**config.mk**
```make
export PLATFORM = sky130hd
export DESIGN_NAME = stud_sample_capture
export DESIGN_NICKNAME = d
export VERILOG_FILES = /design/src/rtl/stud_sample_capture.sv
export SDC_FILE = /design/constraint.sdc
export NUM_CORES = 1
export LEC_CHECK = 0
export ABC_AREA = 0
export CAP_MARGIN = 5
export CORE_MARGIN = 2
export CORE_UTILIZATION = 60
export CTS_CLUSTER_SIZE = 40
export DETAILED_ROUTE_END_ITERATION = 12
export GPL_ROUTABILITY_DRIVEN = 0
export GPL_TIMING_DRIVEN = 0
export HOLD_SLACK_MARGIN = 0.1
export PLACE_DENSITY = 0.88
export REMOVE_ABC_BUFFERS = 1
export SYNTH_ARGS = -nofsm -noshare
export SYNTH_HDL_FRONTEND = slang
export SYNTH_SLANG_ARGS = --single-unit
```
**constraint.sdc**
```tcl
create_clock -name clk_i -period 5.4 [get_ports clk_i]
set_clock_uncertainty 0.05 [all_clocks]
set_input_delay 0.54 -clock clk_i [delete_from_list [all_inputs] [get_ports clk_i]]
set_output_delay 0.54 -clock clk_i [all_outputs]
set_load 0.01 [all_outputs]
```
**src/rtl/stud_sample_capture.sv**
```systemverilog
`default_nettype none
// ============================================================================
// Module   : stud_sample_capture
// Purpose  : Captures a sample word that arrives through a per-bit FF
//            synchronizer together with a request toggle. Because each bit
//            of the word can settle on a different cycle, the block waits for
//            STABLE_CYC identical consecutive samples after every toggle edge.
//            The settled word is then pushed into a small FIFO. The FIFO hands
//            words to the DAC datapath through a valid/ready interface.
// Revision : 1.0  initial release
// ----------------------------------------------------------------------------
// Ports
//   clk_i       in   1               system clock, rising edge
//   rst_n_i     in   1               asynchronous active-low reset
//   data_i      in   WIDTH           synchronized sample word
//   toggle_i    in   1               synchronized request toggle
//   sample_o    out  WIDTH           FIFO head word
//   valid_o     out  1               FIFO not empty
//   ready_i     in   1               consumer accepts head when valid_o
//   overflow_o  out  1               sticky lost-sample flag
//   clr_ovf_i   in   1               synchronous clear of overflow_o
//   fill_o      out  $clog2(DEPTH)+1 number of occupied FIFO entries
// ============================================================================
module stud_sample_capture #(
  parameter int WIDTH      = 16,
  parameter int DEPTH      = 4,
  parameter int STABLE_CYC = 2
) (
  input  logic                     clk_i,
  input  logic                     rst_n_i,
  input  logic [WIDTH-1:0]         data_i,
  input  logic                     toggle_i,
  output logic [WIDTH-1:0]         sample_o,
  output logic                     valid_o,
  input  logic                     ready_i,
  output logic                     overflow_o,
  input  logic                     clr_ovf_i,
  output logic [$clog2(DEPTH):0]   fill_o
);

  localparam int          PTR_W    = $clog2(DEPTH);
  localparam int          FILL_W   = PTR_W + 1;
  localparam logic [3:0]  CNT_LAST = 4'(STABLE_CYC - 1);
  localparam bit          SINGLE   = (STABLE_CYC == 1);

  typedef enum logic [0:0] {
    IDLE   = 1'b0,
    SETTLE = 1'b1
  } state_e;

  state_e              state_q, state_d;
  logic                toggle_q;
  logic [WIDTH-1:0]    shadow_q, shadow_d;
  logic [3:0]          cnt_q, cnt_d;
  logic [WIDTH-1:0]    mem_q [DEPTH];
  logic [PTR_W-1:0]    rd_ptr_q, wr_ptr_q;
  logic [FILL_W-1:0]   fill_q;
  logic                ovf_q;

  logic                req_edge;
  logic                push;
  logic                discard;
  logic [WIDTH-1:0]    push_word;
  logic                full;
  logic                pop;
  logic                wr_en;
  logic                drop;

  // toggle_q resets to 0, so a high toggle_i on the first clock after reset
  // is seen as a request.
  assign req_edge = toggle_i ^ toggle_q;

  // --------------------------------------------------------------------------
  // Settle FSM: next state, shadow word, stability counter, push request
  // --------------------------------------------------------------------------
  always_comb begin
    state_d   = state_q;
    shadow_d  = shadow_q;
    cnt_d     = cnt_q;
    push      = 1'b0;
    push_word = shadow_q;
    discard   = 1'b0;
    case (state_q)
      IDLE: begin
        if (req_edge) begin
          if (SINGLE) begin
            push      = 1'b1;
            push_word = data_i;
          end else begin
            shadow_d = data_i;
            cnt_d    = 4'd1;
            state_d  = SETTLE;
          end
        end
      end
      SETTLE: begin
        if (req_edge) begin
          // A new request before the old one settled: the old one is lost.
          discard  = 1'b1;
          shadow_d = data_i;
          cnt_d    = 4'd1;
        end else if (data_i != shadow_q) begin
          // Bits still moving: restart the stability window on the new value.
          shadow_d = data_i;
          cnt_d    = 4'd1;
        end else if (cnt_q == CNT_LAST) begin
          push    = 1'b1;
          state_d = IDLE;
        end else begin
          cnt_d = cnt_q + 4'd1;
        end
      end
      default: state_d = IDLE;
    endcase
  end

  // --------------------------------------------------------------------------
  // FIFO control. A pop frees a slot in the same cycle, so a push into a full
  // FIFO succeeds when a pop happens alongside it.
  // --------------------------------------------------------------------------
  assign full  = (fill_q == FILL_W'(DEPTH));
  assign pop   = (fill_q != '0) && ready_i;
  assign wr_en = push && (!full || pop);
  assign drop  = push && full && !pop;

  always_ff @(posedge clk_i or negedge rst_n_i) begin
    if (!rst_n_i) begin
      state_q  <= IDLE;
      toggle_q <= 1'b0;
      shadow_q <= '0;
      cnt_q    <= '0;
      rd_ptr_q <= '0;
      wr_ptr_q <= '0;
      fill_q   <= '0;
      ovf_q    <= 1'b0;
      for (int i = 0; i < DEPTH; i++) begin
        mem_q[i] <= '0;
      end
    end else begin
      state_q  <= state_d;
      toggle_q <= toggle_i;
      shadow_q <= shadow_d;
      cnt_q    <= cnt_d;
      if (wr_en) begin
        mem_q[wr_ptr_q] <= push_word;
        wr_ptr_q        <= wr_ptr_q + 1'b1;
      end
      if (pop) begin
        rd_ptr_q <= rd_ptr_q + 1'b1;
      end
      case ({wr_en, pop})
        2'b10:   fill_q <= fill_q + 1'b1;
        2'b01:   fill_q <= fill_q - 1'b1;
        default: fill_q <= fill_q;
      endcase
      // Setting wins over a simultaneous clear.
      if (discard || drop) begin
        ovf_q <= 1'b1;
      end else if (clr_ovf_i) begin
        ovf_q <= 1'b0;
      end
    end
  end

  assign sample_o   = mem_q[rd_ptr_q];
  assign valid_o    = (fill_q != '0);
  assign fill_o     = fill_q;
  assign overflow_o = ovf_q;

endmodule
`default_nettype wire

```
Fig. 1: run 1, placed cells, one colour a class
Drawn at 3 px/um.
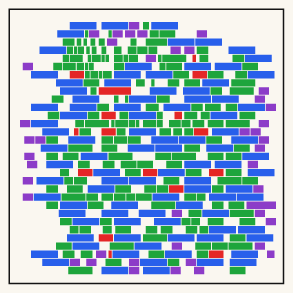
- red: clock drivers and dummy loads (cells 16)
- blue: sequential cells (cells 94)
- purple: remaining buffers and delay cells (cells 43)
- green: combinational and other logic (cells 175)

Fig. 2: run 1, clock wiring as the flow saved it
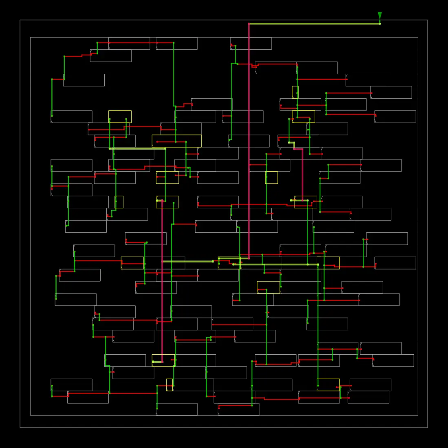
clock tree sinks: 94
CLK BUF: 13

==> results.toml, run 1 <==
# generated from flow reports
[run_status]
run_status = "finished, final reports clean"

[clock_network]
cts_htree_levels = 3
cts-buffers-inserted = 9
ctsLongestPathBuffers = 2
cts.hold.buffers_added = 1
cts.repair_timing.setup_buffer_count = 0
cts_repair_resize_count = 0
clk_pin_slew_worst_paths_ps = 90
clock_tree.root_cell = "sky130_fd_sc_hd__clkbuf_8"
clock_tree_from_tritoncts = "yes"
clock_insertion_delay_worst_skew_ps = 350

[global_route]
grt_max_degree = 73
grt_antenna_before_repair = 0
first_global_vias = 2662
grt_first_pass_wirelength_um = 13700
track_usage_pct = 21.5

[pwr]
power.total_mw = 1.51
pwr_density_cell_mw_per_mm2 = 294
vdd.ir_drop.worst_mv = 0.166
leakage_nw = 2.35

[synthesis]
area_share_of_the_leading_cell_type_in_the_synthesized_netlist_pct = 51.9
top_cell = "sky130_fd_sc_hd__dfrtp_1"
synth.cell_area_mm2 = 0.00453
syn_area_per_cell_um2 = 16.0
edf_count = 0
cell_type_with_the_highest_aggregate_area_in_the_netlist = "sky130_fd_sc_hd__dfrtp_1"
area_leaders = "sky130_fd_sc_hd__dfrtp_1 (52%), sky130_fd_sc_hd__mux2_4 (14%), sky130_fd_sc_hd__mux2_2 (10%), sky130_fd_sc_hd__mux4_2 (7.9%), sky130_fd_sc_hd__xor2_1 (3.7%)"
synth_async_sr_flop_share_pct = 100
flop_cell = "sky130_fd_sc_hd__dfrtp_1"
yosys_area_mm2 = 0.00453
ys_warn_count = 0
cell_count_listed_in_synth_stat_txt = 283
yosys_register_bits = 94
netlist-cell-type-count = 36
synth_cells = 283

[die]
initial_core_util_pct = 62.2
floorplan.rows = 31
chipArea_mm2 = 0.00827
die_height_um = 90.9
die_span_x_um = 90.9
number_of_primary_i_o_pins = 42
fp.coreArea_mm2 = 0.00729

[finish]
final_net_count = 351
area_growth_syn_to_layout_pct = 13.7
sequential_cell_area_mm2 = 0.00235
mi_logic_area_mm2 = 0.00201
antennaDiodeCount = 0
fillers = 507
layout_cells_sized_above_1_pct = 37.2
fin_area_mm2 = 0.00515

[critical_path]
cp-endpoint = "mem_q[13]"
worst_setup_path_start_kind = "input port"
r2r_endpoint = "mem_q[13]"
endpoint_kind = "flop"
crit_path_start = "data_i[11]"
required_ps = 5590
crit_fanout = 16
critPathArrivalTime_ps = 3660
worst_r2r_path_depth = 6
critPathKind = "input port to flop"
r2r_slack_ps = 2090

[placed_design]
dpl.cell_count = 410
dpl_cell_area_mm2 = 0.00494
place_hpwl_um = 5220
place.port_buffers = 41

[drt]
drt_pre_antenna_iters = 4
post-route-drc-count = 0
drt_iter0_markers = 84
routed-via-count = 2463
drt.antenna.violating_nets = 0

[final_timing]
fin_setup_tns_ps = 0
timing.final.setup_violations = 0
final.min_clock_period_ps = 3470
fin_worst_hold_slack_ps = 458
fin_crit_sh_pct = 64.3
hold_viol = 0
clock.fmax_ghz = 0.288
rsz0062_at_grt = "false"
timing.max_slew.rel_slack_pct = 20.0
final_max_slew_viol_count = 0
worst_slew_pin_slew_ps = 1200

[min_path]
hold_depth = 1

[job]
warning_count = 29
max_cap_viol_count = 0
Fig. 3: run 1, M3 wires
Drawn at 4 px/um.
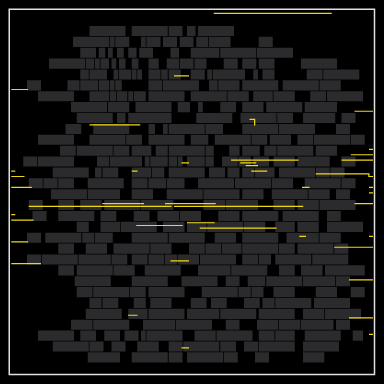
- longest straight run: 35.4 um
- main direction: horizontal
- share of all routed wire: 3.7%
- nets with wire on the layer: 31
- wire length on this layer: 305 um
met3 demand-to-capacity share in global routing: 4.23%
total wire length after detailed routing: 8170 um

-- run 1: metal layers --
metal	vias to the layer above	share of wire, %	GRT usage (%)	routed length [um]
met2	58	49	32.9	3980
li1	1092	-	-	-
met1	1299	46	29.8	3730
met3	14	3.7	4.23	304
met5	-	0	0	0
met4	0	1.9	10.5	157
-- run 1: sequential cells by signal, summed over array words and instances (netlist names), 2 cells and up --
| name | count |
|---|---|
| wr_ptr_q | 2 |
| fill_o | 3 |
| rd_ptr_q | 2 |
| mem_q | 64 |
| push_word | 16 |
| cnt_q | 4 |
-- run 1: worst min-delay path by stage --
stage | from | end | slack (ps)
after detailed placement | rst_n_i | mem_q[46] | 420
after CTS | mem_q[16] | mem_q[16] | 460
after floorplan | rst_n_i | cnt_q[0] | 190
after global routing | mem_q[10] | mem_q[10] | 470
final | mem_q[17] | mem_q[17] | 460
after global placement | mem_q[20] | mem_q[20] | 430
-- run 1: layout by cell type, fill, tap and decap left out, types with 3 or more instances in the layout --
master                            instances
sky130_fd_sc_hd__inv_1                    6
sky130_fd_sc_hd__mux2_2                  41
sky130_fd_sc_hd__o21ai_0                  4
sky130_fd_sc_hd__mux4_2                  16
sky130_fd_sc_hd__clkdlybuf4s50_1         40
sky130_fd_sc_hd__ha_1                     6
sky130_fd_sc_hd__clkbuf_8                11
sky130_fd_sc_hd__nor2_1                   4
sky130_fd_sc_hd__nor4_2                   4
sky130_fd_sc_hd__dfrtp_1                 94
sky130_fd_sc_hd__nand2_1                  5
sky130_fd_sc_hd__mux2_4                  41
sky130_fd_sc_hd__and2_1                   4
sky130_fd_sc_hd__xnor2_1                  3
sky130_fd_sc_hd__xor2_1                  19
-- run 1: critical path, cell delays in order --
cell,delay [ps]
sky130_fd_sc_hd__clkdlybuf4s50_1,450
sky130_fd_sc_hd__xor2_1,170
sky130_fd_sc_hd__nor4_2,390
sky130_fd_sc_hd__nand4_2,280
sky130_fd_sc_hd__nor3_2,450
sky130_fd_sc_hd__and2_1,940
sky130_fd_sc_hd__mux2_2,430
-- run 1: final cells by class --
| class | count | share of cell area [%] |
|---|---|---|
| clock buffers | 13 | 3.08 |
| clock inverters | 3 | 0.825 |
| inverters | 6 | 0.437 |
| multi-input cells | 169 | 39.0 |
| flip-flops and latches | 94 | 45.6 |
| well taps | 99 | 2.40 |
| repair buffers | 43 | 8.64 |
-- run 1: kinds of logic (layout without fill, tap and decap cells) --
family          after synthesis  count (layout)  share of synthesized area (%)
mux                          99              99                           31.9
compound gates               10              10                           1.30
xor+xnor                     22              22                           4.25
buf+inv                      20              65                           3.84
flops                        94              94                           51.9
simple gates                 31              31                           4.72
fa+ha+maj                     7               7                           2.10
-- run 1: through the flow --
step	worst slack (ps)	util, %
2_1_floorplan	2680	-
3_5_place_dp	1530	67.8
5_1_grt	1740	70.7
6_report	1930	70.7
4_1_cts	1920	70.7
3_3_place_gp	402	67.4
-- run 1: power by group --
group          total (mW)  switching [mW]  internal, mW
Combinational       0.205          0.0693         0.135
Clock               0.477           0.238         0.239
Sequential          0.833           0.103         0.730
Total                1.51           0.410          1.10
Fig. 4: run 1, clock distribution
Drawn at 4 px/um.
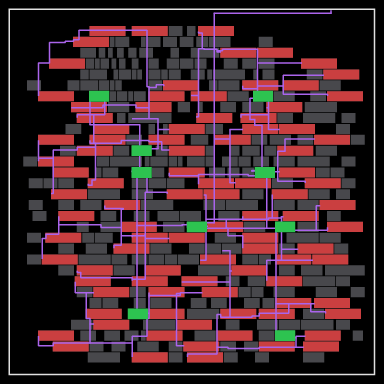

--- run 2 (diff from run 1) ---
CORE_UTILIZATION = 57   (was 60)
PLACE_DENSITY = 0.84   (was 0.88)
clock period = 3.3 ns   (was 5.4 ns; I/O delays follow)
Fig. 5: run 2, clock distribution
Drawn at 4 px/um.
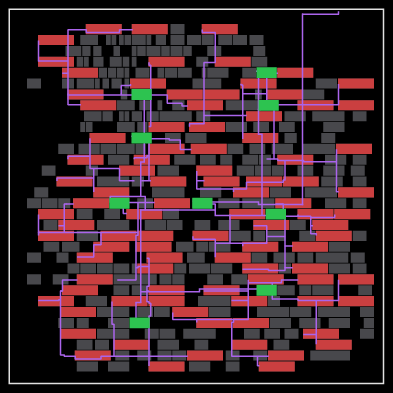
- green: clock drivers (count 9)
- red: flip-flops (count 94)
- purple: clock wires (length 1040 um)
- routed clock nets: 10
- flops lie: spread over the die
clk ins delay skew pair: 360 ps
part of the power in the clock network: 31.3%
clock distribution power: 765 uW

Fig. 6: run 2, M3 wires
Drawn at 4 px/um.
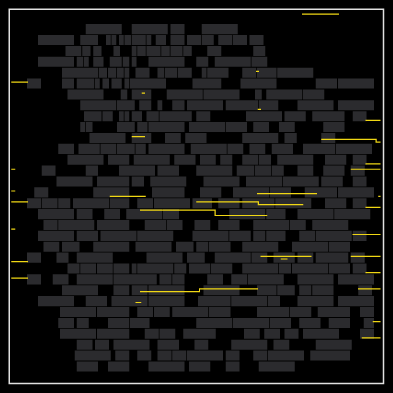
- wire length on this layer: 220 um
- nets with wire on the layer: 24
number of vias after detailed routing: 2362
total wire length after detailed routing: 7900 um
met3 demand-to-capacity share in global routing: 3.95%

==> run 2 against run 1 <==
Effect of this change:
- synthesized cell count is the same
- die size is 5.0% higher
- largest power group unchanged
- power grew 62%
- setup slack worse by 1600 ps
- sequential power increased by 62%
- design area increased by 0.12%
- cell count grew 0.70%
- first-iteration DRC count increased by 6.0%
==> results.toml, run 2 <==
# generated from flow reports
[synthesis]
netlist-cell-type-count = 36
yosys_area_mm2 = 0.00453
synth_cells = 283
synth_seq_share_pct = 51.9
flop_cell = "sky130_fd_sc_hd__dfrtp_1"
cell_type_with_the_highest_aggregate_area_in_the_netlist = "sky130_fd_sc_hd__dfrtp_1"
yosys-top-cells-count = "sky130_fd_sc_hd__dfrtp_1 (94), sky130_fd_sc_hd__mux2_2 (41), sky130_fd_sc_hd__mux2_4 (41)"
cell_count_listed_in_synth_stat_txt = 283
area_leaders = "sky130_fd_sc_hd__dfrtp_1 (52%), sky130_fd_sc_hd__mux2_4 (14%), sky130_fd_sc_hd__mux2_2 (10%), sky130_fd_sc_hd__mux4_2 (7.9%), sky130_fd_sc_hd__xor2_1 (3.7%)"
edf_count = 0
top_cell = "sky130_fd_sc_hd__dfrtp_1"
yosys_register_bits = 94
synth.cell_area_mm2 = 0.00453
area_share_of_the_leading_cell_type_in_the_synthesized_netlist_pct = 51.9
synth_async_sr_flop_share_pct = 100
ys_warn_count = 0
syn_area_per_cell_um2 = 16.0

[placed_design]
place_hpwl_um = 5030
place.port_buffers = 41
pre_cts_ws_ps = -379

[die]
chipArea_mm2 = 0.00868
number_of_primary_i_o_pins = 42
floorplan.rows = 32
initial_core_util_pct = 58.7
fp.coreArea_mm2 = 0.00773
die_height_um = 93.2
die_span_x_um = 93.2

[finish]
final_net_count = 351
layout_top_cell = "sky130_fd_sc_hd__dfrtp_1"
lay_top_cells = "sky130_fd_sc_hd__dfrtp_1 (94), sky130_fd_sc_hd__mux2_4 (41), sky130_fd_sc_hd__mux2_2 (41), sky130_fd_sc_hd__clkdlybuf4s50_1 (40), sky130_fd_sc_hd__xor2_1 (19)"
antennaDiodeCount = 0
largest_reg_flops = 64
layout_cells_sized_above_1_pct = 38.7
area_growth_syn_to_layout_pct = 13.8
fillers = 534
sequential_cell_area_mm2 = 0.00235
regMostFlops = "mem_q"
mi_logic_area_mm2 = 0.00201

[drt]
drt_pre_antenna_iters = 4
drt.antenna.violating_nets = 0
avgViaCountPerCell = 5.49
route.detailed.wl_per_inst_um = 18.4
drt_iter0_markers = 89
post-route-drc-count = 0

[critical_path]
critPathArrivalTime_ps = 3180
crit_chain = "xor2_1 -> nor4_2 -> nand4_2 -> nor3_2 -> and2_2 -> mux2_2"
worst_path_max_delay_cell = "sky130_fd_sc_hd__and2_2"
critical_path.top_delay_family = "simple AND/OR/NAND/NOR gates"
critPathKind = "flop to flop"
critical_path_depth = 6
required_ps = 3500
worst_r2r_path_depth = 6
crit_fanout = 16
worst_setup_path_start_kind = "flop"
max_stage_delay_ps = 620
endpoint_kind = "flop"
path_buffers = 0

[clock_network]
clock_tree_sinks = 94
cts-buffers-inserted = 9
clock_tree.root_cell = "sky130_fd_sc_hd__clkbuf_8"
cts.repair_timing.setup_buffer_count = 0
clock_tree_from_tritoncts = "yes"
cts_htree_levels = 3
ctsLongestPathBuffers = 2
clk_pin_slew_worst_paths_ps = 90

[global_route]
grt_max_degree = 66
grt_antenna_before_repair = 0
first_global_vias = 2507
grt_remaining_overflow = 0
grt_first_pass_wirelength_um = 13200
track_usage_pct = 20.2

[pwr]
pwr_density_cell_mw_per_mm2 = 474
leakage_nw = 2.35
vdd.ir_drop.worst_mv = 0.309
power.total_mw = 2.45

[final_timing]
fin_worst_hold_slack_ps = 380
hold_viol = 0
timing.final.setup_violations = 0
worst_slew_pin_slew_ps = 1110
final.min_clock_period_ps = 2980
fin_crit_sh_pct = 90.4
clock.fmax_ghz = 0.335
layout_setup_ws_ps = 316
timing.max_slew.rel_slack_pct = 25.8
rsz0062_at_grt = "false"
final_max_slew_viol_count = 0

[run_status]
run_status = "finished, final reports clean"

[job]
max_cap_viol_count = 0
warning_count = 29

[min_path]
holdCritPathClass = "input port to async pin"
run 2: worst paths after layout:
| check | start | end | slack (ps) |
|---|---|---|---|
| worst max-delay path | push_word[8] | mem_q[48] | 320 |
| worst max register to register | push_word[8] | mem_q[48] | 320 |
| max in group asynchronous | rst_n_i | mem_q[19] | 2180 |
| min in group clk_i | toggle_i | toggle_q | 410 |
| worst min register to register | fill_o[2] | fill_o[2] | 460 |
| worst min-delay path | rst_n_i | mem_q[46] | 380 |
run 2: cell families (layout without fill, tap and decap cells):
kind of cell             Yosys count  count (layout)  synth area share (%)
AND-OR/OR-AND                     10              10                  1.30
XOR/XNOR                          22              22                  4.25
adder cells (fa/ha/maj)            7               7                  2.10
buffers and inverters             20              65                  3.84
flip-flops                        94              94                  51.9
multiplexers                      99              99                  31.9
AND/OR/NAND/NOR                   31              31                  4.72
run 2: layer usage:
layer  track usage [%]  vias up  share of wire (%)
li1                  -     1089                  -
met1              28.0     1224                 47
met2              32.2       38                 49
met3              3.95       11                2.8
met4              6.99        0                1.7
met5                 0        -                  0
run 2: cell type report:
| cell class | count | share of cell area, % |
|---|---|---|
| multi-input combinational | 169 | 39.0 |
| clock inverter | 5 | 1.12 |
| timing repair buffer | 43 | 8.63 |
| tap | 102 | 2.47 |
| clock buffer | 11 | 2.74 |
| inverter | 6 | 0.436 |
| sequential | 94 | 45.6 |
run 2: stage by stage:
step	cell area [um2]	TNS [ps]	util, %	instances
after floorplan	4380	0	-	269
after global placement	4920	-158600	63.7	412
after detailed placement	4950	-19850	64.0	413
after CTS	5160	0	66.8	430
after global routing	5160	0	66.8	430
final	5160	0	66.8	430
run 2: what timing repair did:
action                                  CTS  global route
endpoints found under the setup margin   18            16
resized                                   3             1
hold buffers                              1             0
hold endpoints to repair                 29             0
run 2: report_power, final:
part | internal [mW] | leakage (nW) | switching, mW
logic | 0.221 | 1.01 | 0.109
registers | 1.19 | 1.24 | 0.158
clock network | 0.373 | 0.104 | 0.392
total | 1.79 | 2.35 | 0.659
Fig. 7: run 2, placed cells, one colour a class
Drawn at 3 px/um.
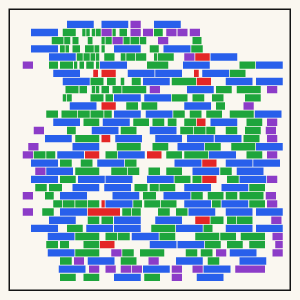

--- run 3 (diff from run 2) ---
CTS_CLUSTER_DIAMETER = 60   (was default)
GPL_TIMING_DRIVEN = default   (was 0)
Fig. 8: run 3, placed cells, one colour a class
Drawn at 3 px/um.
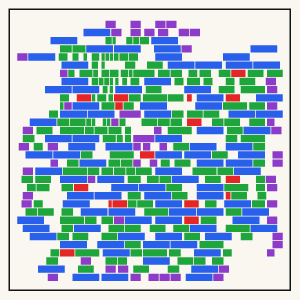
- blue: sequential cells (cells 94)
- green: combinational and other logic (cells 175)
- purple: remaining buffers and delay cells (cells 56)
- red: clock drivers and dummy loads (cells 16)

Fig. 9: run 3, wires at chosen ports, followed through buffers
Drawn at 4 px/um.
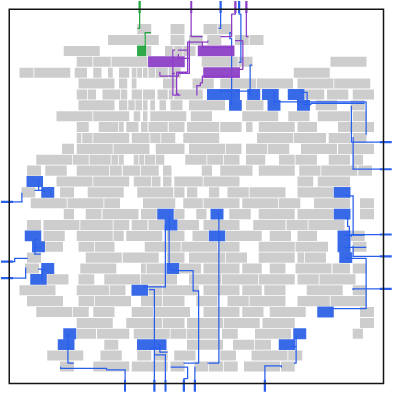
- blue: data_i (bits 16; direction input; end cells 32; buffers 16; wire 460 um)
- green: clr_ovf_i (bits 1; direction input; end cells 1; buffers 1; wire 10.5 um)
- purple: fill_o (bits 3; direction output; end cells 3; buffers 3; wire 119 um)

==> run 3 against run 2 <==
Effect of this change:
- design area increased by 1.6%
- clock power down 6.8%
- combinational power increased by 29%
- sequential power shrank 4%
- global-route usage is 0.38 points higher
- maximum frequency rose by 9.4%
- die size unchanged
- sequential share of layout area decreased by 0.74 points
- wire length up 2.4%
- worst hold slack gained 31 ps
- sequential cell count is the same
- critical path depth increased by 1
- critical endpoint is now mem_q[18]
==> results.toml, run 3 <==
# generated from flow reports
[run_status]
run_status = "finished, final reports clean"

[clock_network]
clk_pin_slew_worst_paths_ps = 90
cts_htree_levels = 3
clock_tree_from_tritoncts = "yes"
clock_tree.root_cell = "sky130_fd_sc_hd__clkbuf_8"

[synthesis]
cell_type_with_the_highest_aggregate_area_in_the_netlist = "sky130_fd_sc_hd__dfrtp_1"
synth.cell_area_mm2 = 0.00453
yosys-mux-area-fraction_pct = 31.9
edf_count = 0
synth_async_sr_flop_share_pct = 100
logic_family = "multiplexers"
synth_seq_share_pct = 51.9
cell_count_listed_in_synth_stat_txt = 283
netlist-cell-type-count = 36
area_share_of_the_leading_cell_type_in_the_synthesized_netlist_pct = 51.9
ys_warn_count = 0
yosys_register_bits = 94
simple_gate_share_pct = 4.72
post_synth_xor_area_fraction_pct = 4.25

[job]
max_cap_viol_count = 0
warning_count = 29

[global_route]
grt_max_degree = 38
grt_first_pass_wirelength_um = 13500
track_usage_pct = 20.6
grt_remaining_overflow = 0

[drt]
wl_um = 8090
drt_pre_antenna_iters = 4
drt_iter0_markers = 104
routed-via-count = 2461
post-route-drc-count = 0
route.detailed.wl_per_inst_um = 18.3
avgViaCountPerCell = 5.56

[final_timing]
worst_slew_pin_slew_ps = 596
clock.fmax_ghz = 0.366
fin_setup_tns_ps = 0
final_max_slew_viol_count = 0
fin_crit_sh_pct = 82.7
final.min_clock_period_ps = 2730

[finish]
regMostFlops = "mem_q"
final_net_count = 364
layout.core_utilization_pct = 67.9
layout_top_cell = "sky130_fd_sc_hd__dfrtp_1"
layout_cells_sized_above_1_pct = 39.9
antennaDiodeCount = 0
fin_area_mm2 = 0.00525

[placed_design]
place.port_buffers = 41
place_hpwl_um = 5530

[critical_path]
path_buffers = 1
critPathKind = "flop to flop"
endpoint_kind = "flop"
max_stage_delay_ps = 470
required_ps = 3490
crit_chain = "xor2_1 -> nor4_2 -> nand4_2 -> nor3_2 -> and2_1 -> buf_12 -> mux2_2"

[pwr]
internal-power_mw = 1.77
netSwitchingFraction_pct = 27.1
p_clk_share_pct = 29.4
switching_power_uw = 658
pwr-share-comb_pct = 17.5
vdd.ir_drop.worst_mv = 0.321
power.total_mw = 2.43

[die]
chipArea_mm2 = 0.00868
number_of_primary_i_o_pins = 42
die_span_x_um = 93.2

[min_path]
holdCritPathClass = "input port to async pin"
[run 3: final cells by class]
class,instances,area (um2)
inverters,6,22.5
clock inverters,3,17.5
flip-flops and latches,94,2350
fillers,520,2480
multi-input cells,169,2010
repair buffers,56,548
well taps,102,128
clock buffers,13,169
[run 3: worst paths after layout]
path / from / endpoint / slack (ps) / depth (start not counted)
min in group clk_i: toggle_i / toggle_q / 410 / 1
max in group asynchronous: rst_n_i / push_word[2] / 2000 / 3
worst max register to register: push_word[8] / mem_q[18] / 570 / 7
worst max-delay path: push_word[8] / mem_q[18] / 570 / 7
worst min register to register: mem_q[17] / mem_q[17] / 460 / 1
worst min-delay path: rst_n_i / push_word[8] / 410 / 2
[run 3: per-stage QoR]
step           cells  hold slack, ps  worst slack (ps)
2_1_floorplan    269           -15.6               707
3_3_place_gp     426             264               354
3_5_place_dp     426             267               309
4_1_cts          443             401               542
5_1_grt          443             407               430
6_report         443             411               571
[run 3: routing by layer]
layer	up-vias	track usage (%)	wire length (um)
met5	-	0	0
met4	0	5.39	131
met3	15	5.24	297
met2	57	31.9	3880
met1	1272	29.3	3780
li1	1117	-	-
[run 3: cell families (layout without fill, tap and decap cells)]
| kind of cell | after synthesis | in the layout |
|---|---|---|
| AOI/OAI and AO/OA | 10 | 10 |
| xor gates and xnor gates | 22 | 22 |
| adders and majority gates | 7 | 7 |
| buffers and inverters | 20 | 78 |
| DFF | 94 | 94 |
| muxes | 99 | 99 |
| and+or+nand+nor | 31 | 31 |
[run 3: power by group through the flow]
stage	clock network (mW)	logic, mW	registers, mW
final	0.713	0.426	1.29
after detailed placement	0	0.431	1.31
after global placement	0	0.424	1.31
after global routing	0.779	0.463	1.30
after CTS	0.730	0.433	1.29
after floorplan	0	0.198	1.34
[run 3: worst reg2reg max path, stage by stage (launching register included)]
cell and delay, ps:
sky130_fd_sc_hd__dfrtp_1 470, sky130_fd_sc_hd__xor2_1 210, sky130_fd_sc_hd__nor4_2 440, sky130_fd_sc_hd__nand4_2 290
sky130_fd_sc_hd__nor3_2 320, sky130_fd_sc_hd__and2_1 300, sky130_fd_sc_hd__buf_12 180, sky130_fd_sc_hd__mux2_2 350
Power is estimated from default activity; no workload was simulated.
